`config.mk`:
```
export PLATFORM = sky130hd
export DESIGN_NAME = mem_port_arbiter
export DESIGN_NICKNAME = d
export VERILOG_FILES = /design/src/rtl/mem_port_arbiter.sv
export SDC_FILE = /design/constraint.sdc
export NUM_CORES = 1
export LEC_CHECK = 0
export CAP_MARGIN = 5
export CORE_MARGIN = 2
export CORE_UTILIZATION = 40
export DETAILED_ROUTE_END_ITERATION = 8
export PLACE_DENSITY = 0.92
export SLEW_MARGIN = 10
export SYNTH_ARGS = -nofsm -noshare
export SYNTH_HDL_FRONTEND = slang
export SYNTH_SLANG_ARGS = --single-unit
export TNS_END_PERCENT = 100
```
`constraint.sdc`:
```
create_clock -name clk -period 3.11 [get_ports clk]
set_clock_uncertainty 0.05 [all_clocks]
set_input_delay 0.4665 -clock clk [delete_from_list [all_inputs] [get_ports clk]]
set_output_delay 0.4665 -clock clk [all_outputs]
set_load 0.01 [all_outputs]
```
`src/rtl/mem_port_arbiter.sv`:
```
// Round-robin arbiter sharing one unified memory between the CPU controller and
// a debug/loader port; sequences enable, byte lanes and fixed read latency.
module mem_port_arbiter #(
  parameter int AW      = 10,
  parameter int MEM_LAT = 1
) (
  input  logic          clk,
  input  logic          reset,
  input  logic          cpu_req,
  input  logic [1:0]    cpu_we,
  input  logic [31:0]   cpu_addr,
  input  logic [31:0]   cpu_wdata,
  output logic          cpu_ack,
  output logic [31:0]   cpu_rdata,
  input  logic          dbg_req,
  input  logic [1:0]    dbg_we,
  input  logic [31:0]   dbg_addr,
  input  logic [31:0]   dbg_wdata,
  output logic          dbg_ack,
  output logic [31:0]   dbg_rdata,
  output logic          mem_en,
  output logic          mem_we,
  output logic [3:0]    mem_be,
  output logic [AW-1:0] mem_addr,
  output logic [31:0]   mem_wdata,
  input  logic [31:0]   mem_rdata,
  output logic          owner,
  output logic          busy,
  output logic          err
);

  typedef enum logic [1:0] {IDLE, ACCESS, WAIT, ACK} state_t;

  state_t        state_q, state_d;
  logic          last_q, last_d;
  logic          owner_q, owner_d;
  logic          busy_q, busy_d;
  logic          err_q, err_d;
  logic [2:0]    cnt_q, cnt_d;
  logic          cpu_ack_q, cpu_ack_d;
  logic          dbg_ack_q, dbg_ack_d;
  logic [31:0]   cpu_rdata_q, cpu_rdata_d;
  logic [31:0]   dbg_rdata_q, dbg_rdata_d;
  logic          mem_en_q, mem_en_d;
  logic          mem_we_q, mem_we_d;
  logic [3:0]    mem_be_q, mem_be_d;
  logic [AW-1:0] mem_addr_q, mem_addr_d;
  logic [31:0]   mem_wdata_q, mem_wdata_d;

  logic          pick_dbg;
  logic [1:0]    w_we;
  logic [31:0]   w_addr;
  logic [31:0]   w_wdata;
  logic          unused_addr_bits;

  // last_q = 1 means debug was granted last, so the CPU takes the next tie.
  assign pick_dbg = dbg_req & (~cpu_req | ~last_q);
  assign w_we     = pick_dbg ? dbg_we    : cpu_we;
  assign w_addr   = pick_dbg ? dbg_addr  : cpu_addr;
  assign w_wdata  = pick_dbg ? dbg_wdata : cpu_wdata;

  assign unused_addr_bits = ^{cpu_addr[31:AW+2], dbg_addr[31:AW+2]};

  // Memory strobes are computed at grant time so they appear registered in ACCESS.
  always_comb begin
    state_d     = state_q;
    last_d      = last_q;
    owner_d     = owner_q;
    err_d       = err_q;
    cnt_d       = cnt_q;
    cpu_ack_d   = 1'b0;
    dbg_ack_d   = 1'b0;
    cpu_rdata_d = cpu_rdata_q;
    dbg_rdata_d = dbg_rdata_q;
    mem_en_d    = 1'b0;
    mem_we_d    = 1'b0;
    mem_be_d    = 4'b0000;
    mem_addr_d  = mem_addr_q;
    mem_wdata_d = mem_wdata_q;

    case (state_q)
      IDLE: begin
        if (cpu_req || dbg_req) begin
          state_d    = ACCESS;
          owner_d    = pick_dbg;
          last_d     = pick_dbg;
          mem_en_d   = 1'b1;
          mem_addr_d = w_addr[AW+1:2];
          case (w_we)
            2'b01: begin
              mem_we_d    = 1'b1;
              mem_be_d    = 4'b1111;
              mem_wdata_d = w_wdata;
            end
            2'b10: begin
              mem_we_d    = 1'b1;
              mem_be_d    = 4'b0001 << w_addr[1:0];
              mem_wdata_d = {4{w_wdata[7:0]}};
            end
            default: begin
              mem_wdata_d = w_wdata;
            end
          endcase
          if (w_we == 2'b11) begin
            err_d = 1'b1;
          end
        end
      end
      ACCESS: begin
        cnt_d   = 3'(MEM_LAT);
        state_d = WAIT;
      end
      WAIT: begin
        cnt_d = cnt_q - 3'd1;
        if (cnt_q == 3'd1) begin
          if (owner_q) begin
            dbg_rdata_d = mem_rdata;
            dbg_ack_d   = 1'b1;
          end else begin
            cpu_rdata_d = mem_rdata;
            cpu_ack_d   = 1'b1;
          end
          state_d = ACK;
        end
      end
      ACK: begin
        state_d = IDLE;
      end
      default: begin
        state_d = IDLE;
      end
    endcase

    busy_d = (state_d != IDLE);
  end

  always_ff @(posedge clk or negedge reset) begin
    if (!reset) begin
      state_q     <= IDLE;
      last_q      <= 1'b1;
      owner_q     <= 1'b0;
      busy_q      <= 1'b0;
      err_q       <= 1'b0;
      cnt_q       <= 3'd0;
      cpu_ack_q   <= 1'b0;
      dbg_ack_q   <= 1'b0;
      cpu_rdata_q <= 32'd0;
      dbg_rdata_q <= 32'd0;
      mem_en_q    <= 1'b0;
      mem_we_q    <= 1'b0;
      mem_be_q    <= 4'b0000;
      mem_addr_q  <= '0;
      mem_wdata_q <= 32'd0;
    end else begin
      state_q     <= state_d;
      last_q      <= last_d;
      owner_q     <= owner_d;
      busy_q      <= busy_d;
      err_q       <= err_d;
      cnt_q       <= cnt_d;
      cpu_ack_q   <= cpu_ack_d;
      dbg_ack_q   <= dbg_ack_d;
      cpu_rdata_q <= cpu_rdata_d;
      dbg_rdata_q <= dbg_rdata_d;
      mem_en_q    <= mem_en_d;
      mem_we_q    <= mem_we_d;
      mem_be_q    <= mem_be_d;
      mem_addr_q  <= mem_addr_d;
      mem_wdata_q <= mem_wdata_d;
    end
  end

  assign cpu_ack   = cpu_ack_q;
  assign dbg_ack   = dbg_ack_q;
  assign cpu_rdata = cpu_rdata_q;
  assign dbg_rdata = dbg_rdata_q;
  assign mem_en    = mem_en_q;
  assign mem_we    = mem_we_q;
  assign mem_be    = mem_be_q;
  assign mem_addr  = mem_addr_q;
  assign mem_wdata = mem_wdata_q;
  assign owner     = owner_q;
  assign busy      = busy_q;
  assign err       = err_q;

endmodule

```
**The clock network**

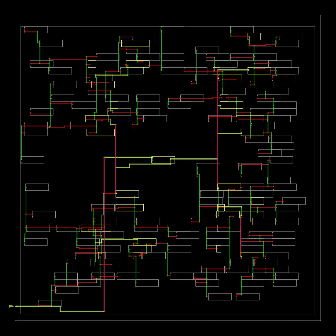
Clock Power: 2.09 mW
Clock Latency Late Sink: 400 ps
FFs & Latches: 123
CTS Buf Count: 17
CTS sink count: 123

**Cells by drive strength**

(2 px per um)
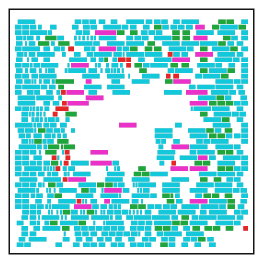
legend:
  cyan:
    size: _0 and _1 cells
    cells: 553
  green:
    size: _2 cells
    cells: 95
  magenta:
    size: _6 and larger
    cells: 26
  red:
    size: _3 and _4 cells
    cells: 20
final worst slack: 717 ps
final instance area: 8760 um^2
area grow syn2layout: 58.7%
non-clock buffer count: 256

**The metal 3 layer**

(3 px per um) Cells faint in the background.
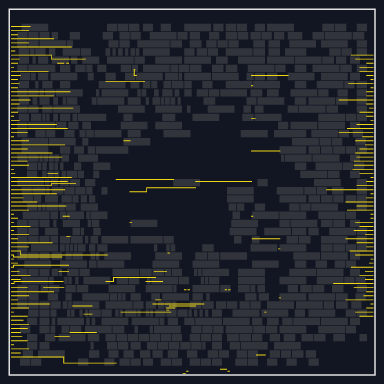
wire length on this layer: 1220 um
main direction: horizontal
via count: 4442
Routed WL: 15200 um

**Wiring heat map**

(3 px per um) The die is cut into 24 by 24 equal tiles; dark purple is low, yellow is high, scaled to the fullest tile. Values are wire area over tile area, all layers added.
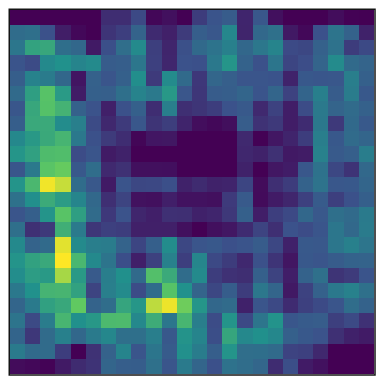
nearly empty tiles: 7.1%
fullest tile: 0.59
mean over tiles: 0.17
emptiest ninth of the die: centre
tiles over half the peak: 12%

==> qor.txt <==
first-pass GRT wire length: 23500 um
crit path capture type: flop
final hold slack: 3.21 ps
Tot Pwr: 9.07 mW
Syn Area/Cell: 12.8 um^2
crit path cell chain: clkdlybuf4s50_1 > a21boi_4 > mux2_2 > inv_1 > ha_1 > clkinv_1 > nand2_1 > nand2_1 > a21oi_1
Yosys warnings: 0
status: finished, final reports clean
Crit Path Category: primary input to flop
Power Combinational: 4.13 mW
xor/xnor share: 0%
Net Switching: 2.84 mW
invs w/o clock: 12
worst-margin pin slew: 600 ps
distinct cell type count after synthesis: 40
Final Util: 65.6%
DP Worst Slack: 305 ps
comb_multi_in: 271
Top class by area: sequential cells
path length in cells of the critical path: 9
number of enable flip-flop cells: 0
Synth Area in Simple Gates: 7.35%
die height: 121 um
Clock transition at path regs: 50 ps
I/O Pins: 285
fraction of area in registers: 35.2%
Clk pwr share: 23.1%
reg2reg start: state_q[0]$_DFF_PN0_
share of post-route cells with drive strength above 1: 20.3%
antenna cell count: 0
die width: 121 um
global routing usage on met1: 23.7%
No activity file was given, so power comes from the tool's default toggle rates.
